File: config.mk
export PLATFORM = sky130hd
export DESIGN_NAME = shift_req_arbiter
export DESIGN_NICKNAME = d
export VERILOG_FILES = /design/src/rtl/shift_req_arbiter.sv
export SDC_FILE = /design/constraint.sdc
export NUM_CORES = 1
export LEC_CHECK = 0
export CORE_MARGIN = 2
export CORE_UTILIZATION = 51
export CTS_BUF_LIST = sky130_fd_sc_hd__clkbuf_8
export DETAILED_ROUTE_END_ITERATION = 10
export PLACE_DENSITY = 0.87
export SLEW_MARGIN = 20
export SYNTH_ARGS = -nofsm -noshare
export SYNTH_HDL_FRONTEND = slang
export SYNTH_SLANG_ARGS = --single-unit
File: constraint.sdc
create_clock -name clk -period 2.4 [get_ports clk]
set_input_delay 0.48 -clock clk [delete_from_list [all_inputs] [get_ports clk]]
set_output_delay 0.48 -clock clk [all_outputs]
set_load 0.01 [all_outputs]
File: src/rtl/shift_req_arbiter.sv
// Two-requester round-robin arbiter sharing one logical-right barrel shifter.
// The result goes to a single tagged, one-deep output register with valid/ready backpressure.
module shift_req_arbiter #(
    parameter int unsigned DATA_W  = 8,
    parameter bit          RR_INIT = 1'b0,
    localparam int unsigned AMT_W  = 3,
    localparam int unsigned CNT_W  = 8
) (
    input  logic              clk,
    input  logic              rst_n,
    input  logic              req0_valid,
    output logic              req0_ready,
    input  logic [DATA_W-1:0] req0_data,
    input  logic [AMT_W-1:0]  req0_amt,
    input  logic              req1_valid,
    output logic              req1_ready,
    input  logic [DATA_W-1:0] req1_data,
    input  logic [AMT_W-1:0]  req1_amt,
    output logic              res_valid,
    input  logic              res_ready,
    output logic [DATA_W-1:0] res_data,
    output logic              res_tag,
    output logic [CNT_W-1:0]  busy_cnt
);

    typedef enum logic {
        EMPTY = 1'b0,
        FULL  = 1'b1
    } state_t;

    localparam logic [CNT_W-1:0] CNT_MAX = '1;

    state_t            state_q, state_d;
    logic [DATA_W-1:0] data_q, data_d;
    logic              tag_q, tag_d;
    logic              ptr_q, ptr_d;
    logic [CNT_W-1:0]  cnt_q, cnt_d;

    logic              can_accept;
    logic              gnt0, gnt1;
    logic              xfer0, xfer1;
    logic [DATA_W-1:0] sel_data;
    logic [AMT_W-1:0]  sel_amt;
    logic [DATA_W-1:0] shifted;

    // Arbitration depends only on valids and the pointer, never on operands.
    always_comb begin
        can_accept = (state_q == EMPTY) | res_ready;
        gnt0       = req0_valid & (~req1_valid | (ptr_q == 1'b0));
        gnt1       = req1_valid & (~req0_valid | (ptr_q == 1'b1));
        req0_ready = gnt0 & can_accept & rst_n;
        req1_ready = gnt1 & can_accept & rst_n;
        xfer0      = req0_valid & req0_ready;
        xfer1      = req1_valid & req1_ready;
        sel_data   = xfer1 ? req1_data : req0_data;
        sel_amt    = xfer1 ? req1_amt  : req0_amt;
        shifted    = sel_data >> sel_amt;
    end

    // Next-state: load on transfer, drain on accept without transfer, otherwise hold.
    always_comb begin
        state_d = state_q;
        data_d  = data_q;
        tag_d   = tag_q;
        ptr_d   = ptr_q;
        cnt_d   = cnt_q;

        if (xfer0 | xfer1) begin
            state_d = FULL;
            data_d  = shifted;
            tag_d   = xfer1;
            ptr_d   = ~xfer1;
        end else if ((state_q == FULL) & res_ready) begin
            state_d = EMPTY;
        end

        if ((req0_valid | req1_valid) & ~can_accept & (cnt_q != CNT_MAX)) begin
            cnt_d = cnt_q + CNT_W'(1);
        end
    end

    always_ff @(posedge clk) begin
        if (!rst_n) begin
            state_q <= EMPTY;
            data_q  <= '0;
            tag_q   <= 1'b0;
            ptr_q   <= RR_INIT;
            cnt_q   <= '0;
        end else begin
            state_q <= state_d;
            data_q  <= data_d;
            tag_q   <= tag_d;
            ptr_q   <= ptr_d;
            cnt_q   <= cnt_d;
        end
    end

    assign res_valid = (state_q == FULL);
    assign res_data  = data_q;
    assign res_tag   = tag_q;
    assign busy_cnt  = cnt_q;

endmodule

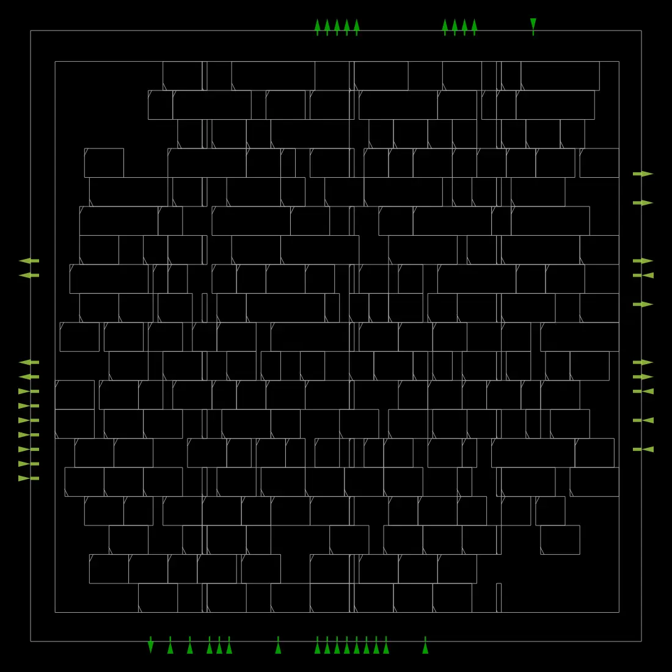
**Above:** run 1 (cell outlines without signal wires).
post-route core utilization: 0.726
register share of the cell area: 0.192
Layout fillers: 212
Site Rows: 19

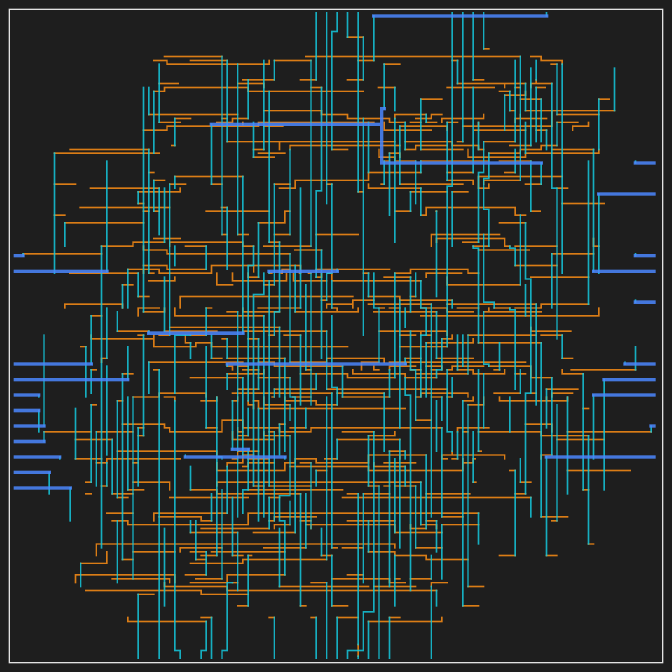
**Above:** run 1 (metal layers overlaid).
blue -> M3  # wire length 172 um
cyan -> M2  # wire length 1840 um
orange -> M1  # wire length 1630 um
final wirelength: 3640 um
overall routing resource usage: 0.237

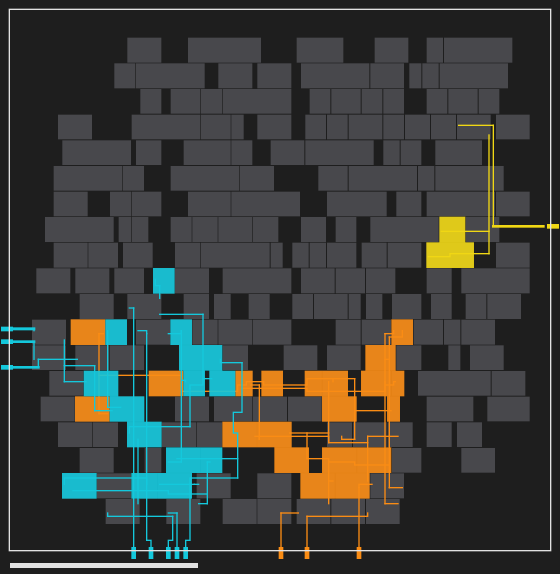
**Above:** run 1 (port wiring).
The bar under the picture is 20 um long.
cyan -> `req1_data`  # direction input, edge 5 south, 3 west, end cells 14, buffers 8, wire 228 um
yellow -> `res_ready`  # direction input, edge east, end cells 2, buffers 1, wire 44.1 um
orange -> `req0_amt`  # direction input, edge south, end cells 20, buffers 5, wire 190 um

[run 1: cell usage in the layout (no fill, tap or decap), types with 5 or more instances in the layout]
cell,n
a211oi_1,5
and2_1,7
buf_4,7
clkdlybuf4s50_1,45
dfxtp_1,19
mux2i_1,27
nor2b_1,10
o21ai_0,5
[run 1: timing repair]
action	CTS	global route
endpoints found under the setup margin	0	1
gates resized	0	1
hold buffers	0	0
[run 1: power by group through the flow]
stage	Combinational (mW)	Sequential [mW]	Clock, mW
global route	0.261	0.342	0.241
CTS	0.242	0.340	0.224
detailed placement	0.241	0.347	0
floorplan	0.130	0.352	0
global placement	0.234	0.347	0
finish	0.242	0.340	0.221
==> ci_impl_report.md, run 1 <==
### Metrics collected by this job

| Metric | Value |
|---|---|
| Status | `completed` |
| CTS tree | `built` |
| Vias | `1336` |
| FF-to-FF Start | `busy_cnt[0]` |
| Rel. slew slack | `0.686` |
| Final Critical Period | `2.34 ns` |
| Tap cells | `31` |
| Metal2 WL | `1840 um` |
| Inverters | `3` |
| Internal power | `0.579 mW` |
| Final Hold Vio Count | `0` |
| XOR/XNOR Fraction of Synth Area | `0.0302` |
| Met3 wire length | `172 um` |
| Final Cell Area | `1980 um2` |
| Pre-CTS WS | `0.0131 ns` |
| CP Data Arrival Time | `1.86 ns` |
| Fin nets | `229` |
| Yosys stat area | `1450 um2` |
| Post-Synth Adder-Cell Area | `0.00864` |
| Yosys stat cell total | `152` |
| Largest net degree at the start of global routing | `23` |
| RSZ-0062 raised after global routing | `false` |
| Met3 Track Usage GR | `0.0499` |
| Placed inst area | `1940 um2` |
| Final period utilization | `0.977` |
| Sw Pwr | `0.225 mW` |
| Cell Count, Final, Fillers Out | `231` |
| DP HPWL | `2880 um` |
| Req. time, crit path | `1.92 ns` |
| Worst Tran Pin Value | `0.470 ns` |
| Top Family by Delay on Critical Path | `buffers and inverters` |
| Placed insts | `227` |
| Clock buffers | `3` |
| Worst R2R Path Depth | `6` |
| Sw Ratio | `0.280` |
| Pwr dens | `405 nW/um2` |
| DRC errors left | `0` |
| Most common library cells after synthesis | `mux2i_1 (27), dfxtp_1 (19), nor2b_1 (10)` |
| Vias in the first global route | `1318` |
| Synth-to-layout area growth | `37.0%` |
| Distinct lib cells | `49` |
| Total grt overflow | `0` |
| H-tree levels | `1` |
| Total tool warning count | `26` |
| CP cell instances | `clkdlybuf4s50_1, nand2b_4, nand4_4, clkinv_4, clkdlybuf4s50_1` |
| Clk pwr share | `0.275` |
| Peak supply drop | `0.604 mV` |
| Layer with the highest usage | `met2` |
| Yosys top cell by area | `dfxtp_1` |
| Final setup TNS | `0 ns` |
| Drt pass-1 iters | `4` |
| DRT antenna net count | `0` |
| Critical path buffers and inverters | `3` |
| Hold endpoint | `res_tag` |
| Crit path kind | `in2out` |
| M2 GR Usage | `0.427` |
| FF/Latch Area | `380 um2` |
| Die ar. | `3280 um2` |
| Maxcap violations | `0` |
| Dominant cell area share | `0.263` |
| Combinational share of cell area | `0.497` |
| Worst setup path start | `res_ready` |
| Clock buffer depth | `2` |
| Met1 Use GR | `0.307` |
| Core Footprint | `2730 um2` |
| Most frequent CP cell | `clkdlybuf4s50_1` |
| WP depth | `5` |
| Multi-In Gates | `121` |
| Logic pwr share | `0.301` |
| Most frequent cell after synthesis | `mux2i_1` |
| Clk slew on worst S/H paths | `0.07 ns` |
| Layout Skew | `0.00300 ns` |
| Main logic family | `simple AND/OR/NAND/NOR gates` |
| Flop2flop setup slack | `0.73 ns` |
| Largest stage delay on the critical path | `0.52 ns` |
| Seq pwr share | `0.423` |
| R2r endpoint | `busy_cnt[7]` |
| FMAX | `0.427 GHz` |
| Die Width | `57.3 um` |
| Syn Area/Cell | `9.53 um2` |
| Drt wl/cell | `15.7 um` |
| Buffering overhead | `0.260` |
| Die Ht | `57.3 um` |
| Syn_nets | `180` |
| Critical path launch point type | `primary input` |
| Largest cell class by area | `combinational gates` |
| Count of pins over their slew limit | `0` |
| Post-CTS setup buffer count | `0` |
| Worst setup margin | `0.0557 ns` |
| Clock-cell share of area | `0.0233` |
| Crit end category | `primary output` |
| Via-to-Cell Ratio | `5.78` |
| Seq share, synth | `0.263` |
| Hold_ws | `0.484 ns` |
| HP Class | `reg2reg` |
| Leakage | `0.799 nW` |
| Largest cells by area | `dfxtp_1 (26%), mux2i_1 (19%), nor2b_1 (4.3%)` |
| Slowest CP cell | `clkdlybuf4s50_1` |
| IO Port Bufs | `46` |
| Flop count | `19` |
| Worst hold stages | `2` |
| Gpl congestion | `0.821` |
| Total Power | `0.803 mW` |
| Endpoints failing setup | `0` |
| Logic area | `987 um2` |
| Share of layout cells above drive strength 1 | `0.120` |
## Run 2: what changed since run 1
--- a/config.mk
+++ b/config.mk
@@ -9,7 +9,7 @@
 export CORE_UTILIZATION = 51
 export CTS_BUF_LIST = sky130_fd_sc_hd__clkbuf_8
 export DETAILED_ROUTE_END_ITERATION = 10
-export PLACE_DENSITY = 0.87
+export PLACE_DENSITY = 0.88
 export SLEW_MARGIN = 20
 export SYNTH_ARGS = -nofsm -noshare
 export SYNTH_HDL_FRONTEND = slang
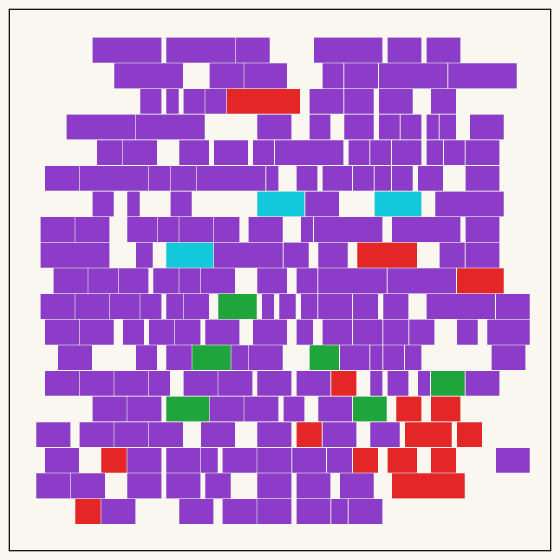
**Above:** run 2 (cells by drive strength).
green -> x2  # cells 6, share 3.0%, most used mux2_2
purple -> x1 and smaller  # cells 177, share 88%, most used clkdlybuf4s50_1
cyan -> x6 and larger  # cells 3, share 1.5%, most used clkbuf_8
red -> x3 and x4  # cells 15, share 7.5%, most used buf_4
worst setup margin: 0.0617 ns
Non-Clock Buffer Count: 54
Final Cell Area: 1990 um2

==> run 2 against run 1 <==
Non-clock buffer count rose by 1; highest routed layer is now met4; sequential share of layout area fell by 0.060 points; setup slack improved by 0.0061 ns; worst hold slack barely moved; flip-flop count did not move; count of clock-buffer cells in the layout did not move; critical endpoint unchanged; die size did not move.
==> ci_impl_report.md, run 2 <==
### Metrics collected by this job

| Metric | Value |
|---|---|
| H-tree levels | `1 (unchanged)` |
| Via-to-Cell Ratio | `5.93 (+2.5%)` |
| Clock buffer depth | `2 (unchanged)` |
| XOR/XNOR Fraction of Synth Area | `0.0302 (unchanged)` |
| Post-CTS setup buffer count | `0 (unchanged)` |
| Cell Count, Final, Fillers Out | `232 (+0.43%)` |
| Main logic family | `simple AND/OR/NAND/NOR gates` |
| Worst hold stages | `2 (unchanged)` |
| Most frequent cell after synthesis | `mux2i_1` |
| Drt pass-1 iters | `6 (+2)` |
| Placed inst area | `1940 um2 (+0.39%)` |
| Worst R2R Path Depth | `7 (+1)` |
| Crit end category | `primary output` |
| CP Data Arrival Time | `1.86 ns (about the same)` |
| Count of pins over their slew limit | `0 (unchanged)` |
| Die Width | `57.3 um (unchanged)` |
| Largest cells by area | `dfxtp_1 (26%), mux2i_1 (19%), nor2b_1 (4.3%)` |
| RSZ-0062 raised after global routing | `false` |
| Peak supply drop | `0.466 mV (-23%)` |
| Synth-to-layout area growth | `37.4%` |
| Resized Gates After CTS | `0 (unchanged)` |
| Seq share, synth | `0.263 (unchanged)` |
| Pre-CTS WS | `0.0417 ns (+0.0286 ns)` |
| DRT antenna net count | `0 (unchanged)` |
| Final Hold Vio Count | `0 (unchanged)` |
| Fin nets | `230 (+0.44%)` |
| Most frequent CP cell | `clkdlybuf4s50_1` |
| Most common library cells after synthesis | `mux2i_1 (27), dfxtp_1 (19), nor2b_1 (10)` |
| Total grt overflow | `0 (unchanged)` |
| DRC errors left | `0 (unchanged)` |
| Layout Skew | `0.00197 ns (-0.00103 ns)` |
| Syn_nets | `180 (unchanged)` |
| Total tool warning count | `26 (unchanged)` |
| Post-route core utilization | `0.728 (+0.00229)` |
| Die ar. | `3280 um2 (unchanged)` |
| Syn Area/Cell | `9.53 um2 (unchanged)` |
| Endpoints failing setup | `0 (unchanged)` |
| Final setup TNS | `0 ns (unchanged)` |
| Share of layout cells above drive strength 1 | `0.119 (-0.000597)` |
| Rel. slew slack | `0.766 (+0.0799)` |
| Final period utilization | `0.974 (-0.00253)` |
| Final wirelength | `3740 um (+2.9%)` |
| Yosys top cell by area | `dfxtp_1` |
| Core Footprint | `2730 um2 (unchanged)` |
| Clk slew on worst S/H paths | `0.07 ns (about the same)` |
| Layer with the highest usage | `met2` |
| Critical path buffers and inverters | `3 (unchanged)` |
| Yosys stat cell total | `152 (unchanged)` |
| Met3 wire length | `225 um (+31%)` |
| Status | `completed` |
| Gpl congestion | `0.841 (+2.5%)` |
| Crit path kind | `in2out` |
| Met1 Use GR | `0.284 (-0.0234)` |
| CTS tree | `built` |
| Dominant cell area share | `0.263 (unchanged)` |
| Hold_ws | `0.484 ns (-0.000201 ns)` |
| Leakage | `0.805 nW (+0.78%)` |
| Vias | `1375 (+2.9%)` |
| Layout fillers | `216 (+1.9%)` |
| Hold_buf cts | `0 (unchanged)` |
| CP cell instances | `clkdlybuf4s50_1, nand2b_4, nand4_4, clkinv_4, clkdlybuf4s50_1` |
| Post-Synth Adder-Cell Area | `0.00864 (unchanged)` |
| Slowest CP cell | `clkdlybuf4s50_1` |
| Commonest cells after routing, fill and taps aside | `clkdlybuf4s50_1 (45), mux2i_1 (27), dfxtp_1 (19)` |
| Top Family by Delay on Critical Path | `buffers and inverters` |
## run 2: worst paths after layout
kind | start | to | slack (ns)
hold reg to reg | res_tag | res_tag | 0.48
hold / removal | res_tag | res_tag | 0.48
setup reg to reg | ptr_q | res_data[0] | 0.72
setup / recovery | req0_valid | req1_ready | 0.06
## run 2: cell type report
cell class | instances | area (um2) | share of cell area
clock buffers | 3 | 41.3 | 0.0207
inverters | 3 | 16.3 | 0.00817
multi-input cells | 121 | 987 | 0.496
repair buffers | 54 | 523 | 0.263
clock inverters | 1 | 3.75 | 0.00189
well taps | 31 | 38.8 | 0.0195
flip-flops and latches | 19 | 380 | 0.191
## run 2: power by group
part	internal (mW)	switching, mW	total (mW)
Combinational	0.135	0.111	0.245
Sequential	0.329	0.0109	0.340
Clock	0.114	0.101	0.214
Total	0.577	0.223	0.800
Power and IR drop assume default switching activity.
